$ cat src/rtl/gshare_counter_table.sv
// gshare pattern history table: 2-bit saturating counters indexed by PC ^ GHR.
// Predicts the DEC branch, carries its index to EX, and trains on ALU resolution.
module gshare_counter_table #(
   parameter int BPRED_WIDTH = 8
) (
   input  logic                   i_Clk,
   input  logic                   i_Reset,
   input  logic                   i_DEC_Is_Branch,
   input  logic [31:0]            i_DEC_PC,
   input  logic [BPRED_WIDTH-1:0] i_Global_History,
   input  logic                   i_Stall,
   input  logic                   i_Flush,
   input  logic                   i_ALU_Branch_Valid,
   input  logic                   i_ALU_Branch_Outcome,
   output logic                   o_Prediction,
   output logic                   o_Mispredict,
   output logic                   o_Init_Done
);

   localparam int DEPTH = 2 ** BPRED_WIDTH;

   typedef enum logic {
      ST_INIT = 1'b0,
      ST_RUN  = 1'b1
   } state_t;

   state_t                 state_reg, state_next;
   logic [BPRED_WIDTH-1:0] init_idx_reg, init_idx_next;
   logic                   ex_valid_reg, ex_valid_next;
   logic [BPRED_WIDTH-1:0] ex_idx_reg, ex_idx_next;
   logic                   ex_pred_reg, ex_pred_next;

   logic [1:0]             pht_mem [DEPTH];

   logic                   run;
   logic                   train;
   logic [BPRED_WIDTH-1:0] idx_rd;
   logic [1:0]             cnt_rd;
   logic [1:0]             cnt_ex;
   logic [1:0]             cnt_upd;
   logic                   wr_en;
   logic [BPRED_WIDTH-1:0] wr_idx;
   logic [1:0]             wr_data;
   logic                   unused_pc_bits;

   assign unused_pc_bits = ^{i_DEC_PC[31:BPRED_WIDTH+2], i_DEC_PC[1:0]};

   assign run    = (state_reg == ST_RUN);
   assign train  = run & i_ALU_Branch_Valid & ex_valid_reg;
   assign idx_rd = i_DEC_PC[BPRED_WIDTH+1:2] ^ i_Global_History;
   assign cnt_rd = pht_mem[idx_rd];
   assign cnt_ex = pht_mem[ex_idx_reg];

   always_comb begin
      cnt_upd = cnt_ex;
      if (i_ALU_Branch_Outcome) begin
         if (cnt_ex != 2'b11) cnt_upd = cnt_ex + 2'd1;
      end else begin
         if (cnt_ex != 2'b00) cnt_upd = cnt_ex - 2'd1;
      end
   end

   // Single write port shared by the init sweep (weak-taken fill) and training.
   assign wr_en   = !run | train;
   assign wr_idx  = run ? ex_idx_reg : init_idx_reg;
   assign wr_data = run ? cnt_upd : 2'b10;

   always_ff @(posedge i_Clk) begin
      if (wr_en) pht_mem[wr_idx] <= wr_data;
   end

   always_comb begin
      o_Prediction = 1'b1;
      if (run) begin
         // Write-first: a same-cycle training write to the read index wins.
         if (train && (ex_idx_reg == idx_rd)) o_Prediction = cnt_upd[1];
         else                                 o_Prediction = cnt_rd[1];
      end
      o_Mispredict = train & (i_ALU_Branch_Outcome != ex_pred_reg);
      o_Init_Done  = run;
   end

   always_comb begin
      state_next    = state_reg;
      init_idx_next = init_idx_reg;
      if (state_reg == ST_INIT) begin
         init_idx_next = init_idx_reg + BPRED_WIDTH'(1);
         if (init_idx_reg == {BPRED_WIDTH{1'b1}}) state_next = ST_RUN;
      end
   end

   always_comb begin
      ex_valid_next = ex_valid_reg;
      ex_idx_next   = ex_idx_reg;
      ex_pred_next  = ex_pred_reg;
      if (!run) begin
         ex_valid_next = 1'b0;
      end else if (i_Flush) begin
         ex_valid_next = 1'b0;
      end else if (i_DEC_Is_Branch && !i_Stall) begin
         ex_valid_next = 1'b1;
         ex_idx_next   = idx_rd;
         ex_pred_next  = o_Prediction;
      end else if (i_ALU_Branch_Valid && ex_valid_reg) begin
         ex_valid_next = 1'b0;
      end
   end

   always_ff @(posedge i_Clk or posedge i_Reset) begin
      if (i_Reset) begin
         state_reg    <= ST_INIT;
         init_idx_reg <= '0;
         ex_valid_reg <= 1'b0;
         ex_idx_reg   <= '0;
         ex_pred_reg  <= 1'b0;
      end else begin
         state_reg    <= state_next;
         init_idx_reg <= init_idx_next;
         ex_valid_reg <= ex_valid_next;
         ex_idx_reg   <= ex_idx_next;
         ex_pred_reg  <= ex_pred_next;
      end
   end

endmodule

$ cat config.mk
export PLATFORM = sky130hd
export DESIGN_NAME = gshare_counter_table
export DESIGN_NICKNAME = d
export VERILOG_FILES = /design/src/rtl/gshare_counter_table.sv
export SDC_FILE = /design/constraint.sdc
export NUM_CORES = 1
export LEC_CHECK = 0
export CORE_MARGIN = 3
export CORE_UTILIZATION = 55
export CTS_CLUSTER_DIAMETER = 60
export CTS_CLUSTER_SIZE = 14
export DETAILED_ROUTE_END_ITERATION = 7
export PLACE_DENSITY_LB_ADDON = 0.25
export SETUP_SLACK_MARGIN = 0.05
export SKIP_CTS_REPAIR_TIMING = 1
export SKIP_LAST_GASP = 1
export SYNTH_ARGS = -nofsm -noshare
export SYNTH_HDL_FRONTEND = slang
export SYNTH_SLANG_ARGS = --single-unit
$ cat constraint.sdc
create_clock -name i_Clk -period 7.91 [get_ports i_Clk]
set_input_delay 1.1865 -clock i_Clk [delete_from_list [all_inputs] [get_ports i_Clk]]
set_output_delay 1.1865 -clock i_Clk [all_outputs]
set_load 0.005 [all_outputs]
**Run 1: routing congestion**

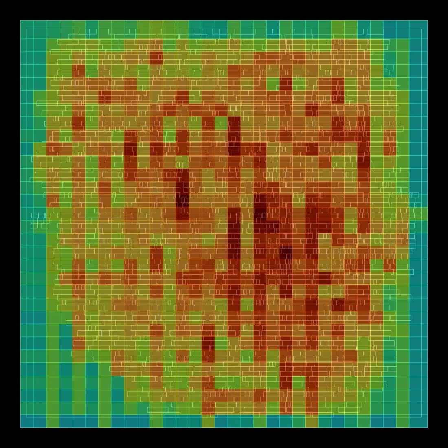
grt peak-use layer: met2
Total Routing Usage GR: 28.9%

**Run 1: PDN straps and rails**

Scale bar: 50 microns. Pins as bars on the die edge. Tap cells in gray.
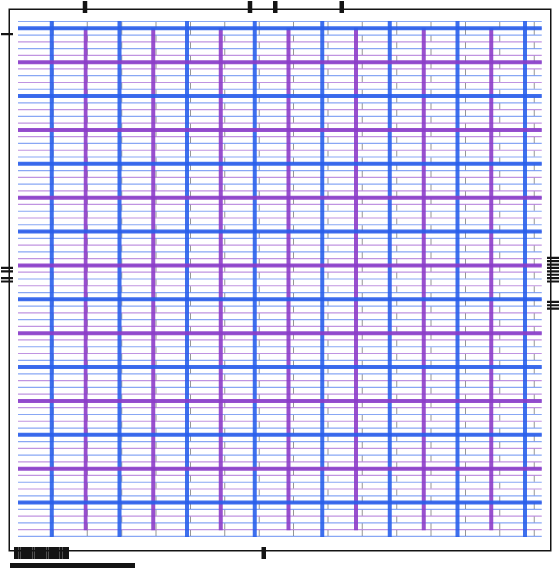
Key: blue = VSS; purple = VDD
50 signal pins sit on the boundary. 15 straps on met5. 585 tap cells. The core has 76 rows. 77 met1 rails follow the rows.
die height: 217 microns
core area: 43,500 sq um

**Run 1: routed clock nets over the placement**

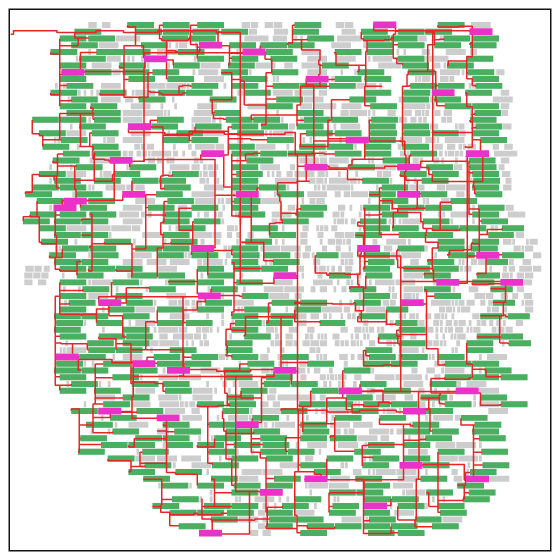
Key: green = flip-flops [count 531]; magenta = cells driving clock nets [count 45]; red = clock wires [length 6,030 microns]
There are 46 routed clock nets.
clk pwr: 2.08 mW
Clk network pwr share: 38.6%
clk_lat worst skew: 590 ps

==> impl_metrics.env, run 1 <==
# physical design summary
export IMPL_compound_area_share_pct=4.09
export IMPL_path_clk_slew_ps=60
export IMPL_ff_count=531
export IMPL_peakVddDrop_mv=0.163
export IMPL_synth_top_area_share_pct=62.9
export IMPL_dr_pass1_iters=8
export IMPL_largest_area_cell="edfxtp_1"
export IMPL_postSynthSeqShare_pct=64.9
export IMPL_dpl_cell_area_sq_um=25300
export IMPL_power_leakage_nw=8.15
export IMPL_wl_met1_microns=25000
export IMPL_overflow=0
export IMPL_hold_depth=2
export IMPL_chip_area_sq_um=47000
export IMPL_initCoreUtil_pct=56.2
export IMPL_seq_power_share_pct=56.5
export IMPL_buffer_area_share_pct=2.33
export IMPL_final_area_sq_um=26600
export IMPL_layout_top_cell="edfxtp_1"
export IMPL_fillers=3153
export IMPL_drc=0
export IMPL_port_buffers=25
export IMPL_holdWs_ps=552
export IMPL_dr_total_vias=14900
export IMPL_grt_first_pass_wirelength_microns=98800
export IMPL_hold_end="ex_pred_reg$_DFFE_PP0P_"
export IMPL_cp_max_fo=34
export IMPL_swShare_pct=21.5
export IMPL_worstSetupStartpointType="input port"
export IMPL_met3WireLength_microns=8330
export IMPL_synthMostInstantiatedCell="edfxtp_1"
export IMPL_crit_end="o_Prediction"
export IMPL_root_buffer="clkbuf_16"
export IMPL_synthesis_instances=1537
export IMPL_ant_nets=0
export IMPL_stdcell_count=2153
export IMPL_drt_wl_total_microns=66500
export IMPL_nClkBuffers=64
export IMPL_cts_sinks=531
export IMPL_p_sw_mw=1.16
export IMPL_cpPeakStageDelay_ps=620
export IMPL_yosys_warnings=0
export IMPL_r2r_start="ex_idx_reg[1]$_DFFE_PP0P_"
export IMPL_wire_per_inst_microns=30.9
export IMPL_r2r_end="pht_mem[236][0]$_DFFE_PP_"
export IMPL_dp_hpwl_microns=40900
export IMPL_critPathArrivalTime_ps=5400
export IMPL_fmax_ghz=0.152
export IMPL_pre_cts_slack_ps=1360
export IMPL_cp_num_cells=12
export IMPL_status="complete, no violations"
export IMPL_n_antenna_cell=0
export IMPL_drive_gt1_share_pct=18.6
export IMPL_tightest_slew_ps=1090
export IMPL_pg_comb_mw=0.263
export IMPL_dominant_cells="registers"
export IMPL_cap_viol_max_count=0
export IMPL_critPathKind="in2out"
export IMPL_largest_reg_flops=512
export IMPL_xor_share_pct=1.11
export IMPL_drt_initial_drc_count=2283
export IMPL_mi_logic_area_sq_um=8060
export IMPL_inverters=13
export IMPL_fp_dieW_microns=217
export IMPL_logic_family="multiplexers"
export IMPL_setup_viol=0
export IMPL_slew_violations=0
export IMPL_setup_slack_ps=1320
export IMPL_num_nonclk_buffers=66
export IMPL_internal_power_mw=4.24
export IMPL_max_slew_margin_rel_pct=27.5
**Run 1: placed cells, one color a class**

Scale bar: 50 microns.
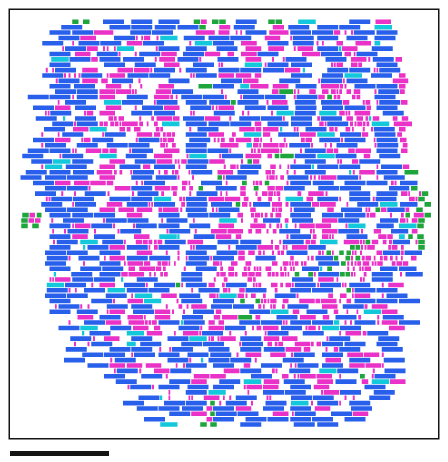

==> run 1 -> run 2 <==
- clock period: 7.91 -> 5.47 ns (I/O delays scaled with it)
**Run 2: placed cells, one color a class**

Scale bar: 50 microns.
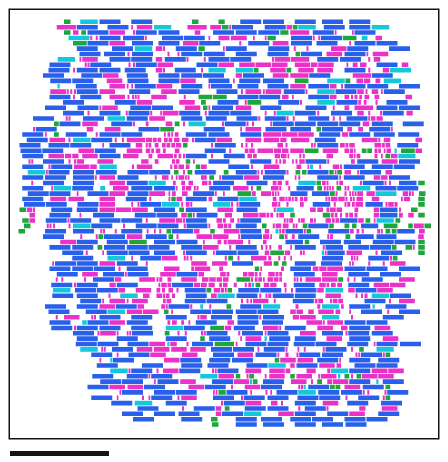
Key: blue = flip-flops [cells 531]; green = other buffers and delay cells [cells 126]; magenta = all other logic [cells 901]; cyan = clock drivers and dummy loads [cells 70]
Seq/total area: 58.0%
row count: 76
post-layout instance area: 27,300 sq um

==> impl_metrics.env, run 2 <==
# physical design summary
export IMPL_ant_nets=0
export IMPL_cpPeakStageDelay_ps=540
export IMPL_hold_end="ex_pred_reg$_DFFE_PP0P_"
export IMPL_core_area_sq_um=43500
export IMPL_num_nonclk_buffers=126
export IMPL_synthMostInstantiatedCell="edfxtp_1"
export IMPL_cp_num_cells=13
export IMPL_crit_end="o_Prediction"
export IMPL_seq_power_share_pct=54.8
export IMPL_status="complete, no violations"
export IMPL_chip_area_sq_um=47000
export IMPL_clk_power_mw=3.18
export IMPL_path_clk_slew_ps=60
export IMPL_tightest_slew_ps=1110
export IMPL_buffer_area_share_pct=4.51
export IMPL_drt_initial_drc_count=2009
export IMPL_dpl_cell_area_sq_um=25800
export IMPL_setup_viol=0
export IMPL_dominant_cells="registers"
export IMPL_worstSetupStartpointType="flop"
export IMPL_p_sw_mw=1.70
export IMPL_inverters=13
export IMPL_compound_area_share_pct=4.09
export IMPL_fmax_ghz=0.186
export IMPL_setup_slack_ps=105
export IMPL_r2r_start="ex_idx_reg[0]$_DFFE_PP0P_"
export IMPL_synth_top_area_share_pct=62.9
export IMPL_overflow=0
export IMPL_power_leakage_nw=8.54
export IMPL_slew_violations=0
export IMPL_swShare_pct=21.2
export IMPL_xor_share_pct=1.11
export IMPL_mi_logic_area_sq_um=8070
export IMPL_logic_family="multiplexers"
export IMPL_max_slew_margin_rel_pct=25.8
export IMPL_drive_gt1_share_pct=21.9
export IMPL_largest_area_cell="edfxtp_1"
export IMPL_top_usage_layer="met2"
export IMPL_largest_reg_flops=512
export IMPL_pg_comb_mw=0.446
export IMPL_fp_dieW_microns=217
export IMPL_hold_depth=2
export IMPL_n_antenna_cell=0
export IMPL_stdcell_count=2213
export IMPL_ff_count=531
export IMPL_nClkBuffers=59
export IMPL_cp_max_fo=7
export IMPL_met3WireLength_microns=8990
export IMPL_root_buffer="clkbuf_16"
export IMPL_postSynthSeqShare_pct=64.9
export IMPL_drc=0
export IMPL_r2r_end="pht_mem[126][1]$_DFFE_PP_"
export IMPL_worstSkewPairLatency_ps=590
export IMPL_pre_cts_slack_ps=118
export IMPL_yosys_warnings=0
export IMPL_peakVddDrop_mv=0.251
export IMPL_wl_met1_microns=25300
export IMPL_initCoreUtil_pct=56.2
**Run 2: wiring by layer**

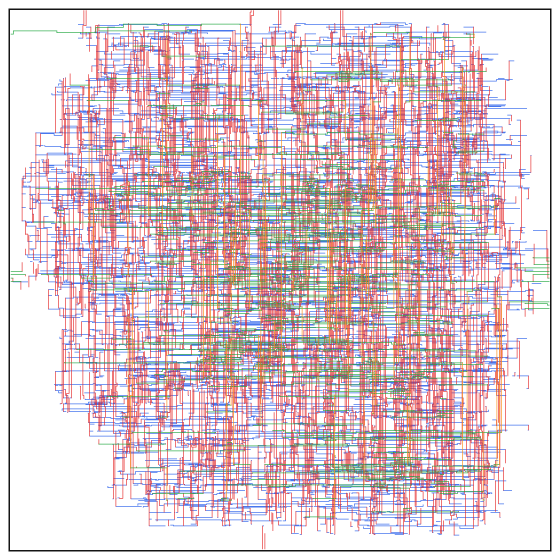
Key: red = met2 [wire length 30.7 mm]; orange = met4 [wire length 3,250 microns]; blue = met1 [wire length 25.3 mm]; green = met3 [wire length 8,990 microns]
drt wl/cell: 30.8 microns
final WL: 68,300 microns
Vias: 15,200
Total Routing Usage GR: 29.0%

**Run 2: PDN straps and rails**

Scale bar: 50 microns. Pins as bars on the die edge. Tap cells in gray.
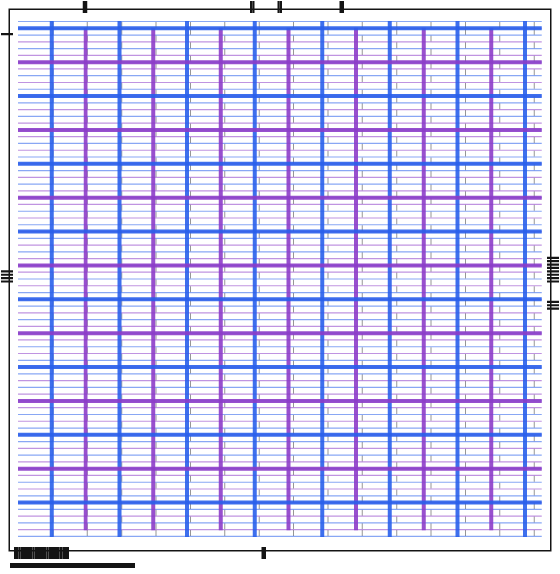

==> run 2 -> run 3 <==
- CORE_MARGIN: 3 -> 4
- CTS_CLUSTER_DIAMETER: 60 -> unset
**Run 3: PDN straps and rails**

Scale bar: 50 microns. Pins as bars on the die edge. Tap cells in gray.
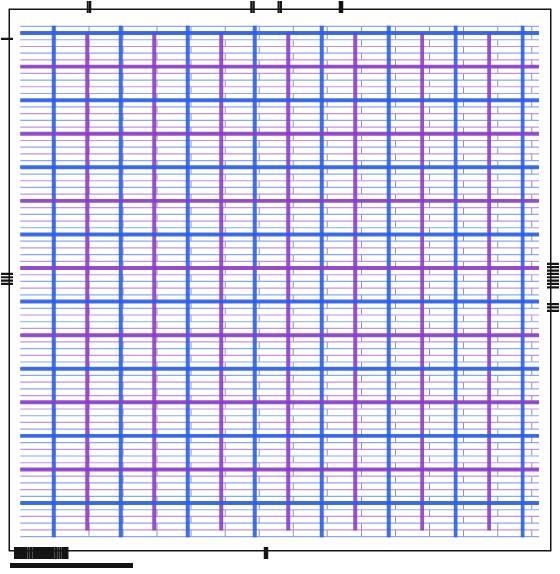
Key: purple = VDD; blue = VSS
15 straps on met4. 15 straps on met5. The core has 76 rows. 50 signal pins sit on the boundary. 585 tap cells.
Peak VDD IR: 0.233 mV
die width: 219 microns
die height: 219 microns

**Run 3: routing congestion**

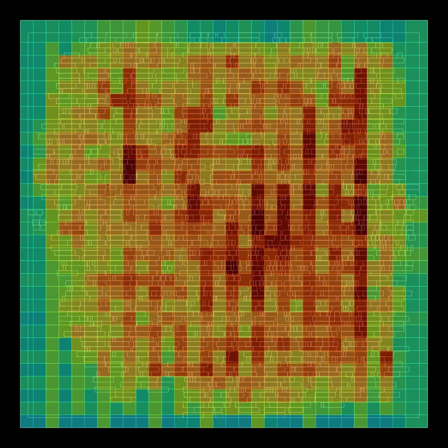
met1 GRT Util: 39.8%
met2 Use GR: 44.3%
Final Util: 63.1%

==> impl_metrics.env, run 3 <==
# physical design summary
export IMPL_r2r_end="pht_mem[63][1]$_DFFE_PP_"
export IMPL_drive_gt1_share_pct=21.7
export IMPL_ant_nets=0
export IMPL_largest_reg_flops=512
export IMPL_swShare_pct=21.6
export IMPL_status="complete, no violations"
export IMPL_clk_power_mw=3.39
export IMPL_cpPeakStageDelay_ps=660
export IMPL_fmax_ghz=0.188
export IMPL_met2_wirelength_microns=31400
export IMPL_buffer_area_share_pct=4.06
export IMPL_cp_max_fo=22
export IMPL_setup_slack_ps=155
export IMPL_synth_top_area_share_pct=62.9
export IMPL_pg_comb_mw=0.436
export IMPL_mi_logic_area_sq_um=8070
export IMPL_worstPathRequired_ps=4650
export IMPL_drt_initial_drc_count=2390
export IMPL_wl_met1_microns=25100
export IMPL_stdcell_count=2223
export IMPL_p_sw_mw=1.77
export IMPL_logic_family="multiplexers"
export IMPL_ff_count=531
export IMPL_final_area_sq_um=27400
export IMPL_drc=0
export IMPL_xor_share_pct=1.11
export IMPL_num_nonclk_buffers=115
export IMPL_seq_share_pct=57.9
export IMPL_setup_viol=0
export IMPL_n_antenna_cell=0
export IMPL_met3WireLength_microns=8910
export IMPL_cp_num_cells=11
export IMPL_worstSetupStartpointType="flop"
export IMPL_synthesis_instances=1537
export IMPL_core_area_sq_um=43500
export IMPL_seq_power_share_pct=53.5
export IMPL_top_usage_layer="met2"
export IMPL_compound_area_share_pct=4.09
export IMPL_crit_end="o_Prediction"
export IMPL_synthMostInstantiatedCell="edfxtp_1"
export IMPL_fin_crit_ps=5310
export IMPL_internal_power_mw=6.46
export IMPL_dr_total_vias=15300
export IMPL_root_buffer="clkbuf_16"
export IMPL_wire_per_inst_microns=31.0
export IMPL_drt_wl_total_microns=68800
export IMPL_grt_use_total_pct=29.0
export IMPL_row_count=76
export IMPL_hold_depth=2
export IMPL_grt_first_pass_wirelength_microns=100000
export IMPL_largest_area_cell="edfxtp_1"
export IMPL_slew_violations=0
export IMPL_clockBufferDepth=3
export IMPL_met3_usage_pct=8.39
export IMPL_overflow=0
export IMPL_hold_end="ex_pred_reg$_DFFE_PP0P_"
export IMPL_max_slew_margin_rel_pct=33.3
export IMPL_chip_area_sq_um=47900
export IMPL_yosys_warnings=0
export IMPL_postSynthSeqShare_pct=64.9
export IMPL_tap_cells=585
export IMPL_power_leakage_nw=8.56
export IMPL_pre_cts_slack_ps=-41.2
export IMPL_dpl_cell_area_sq_um=25700
export IMPL_hold_viol_final=0
export IMPL_inverters=13
export IMPL_top_layer="met4"
export IMPL_dominant_cells="registers"
export IMPL_tightest_slew_ps=990
export IMPL_path_clk_slew_ps=60
export IMPL_finalCritPeriodShare_pct=97.2
Power is estimated from default activity; no workload was simulated.
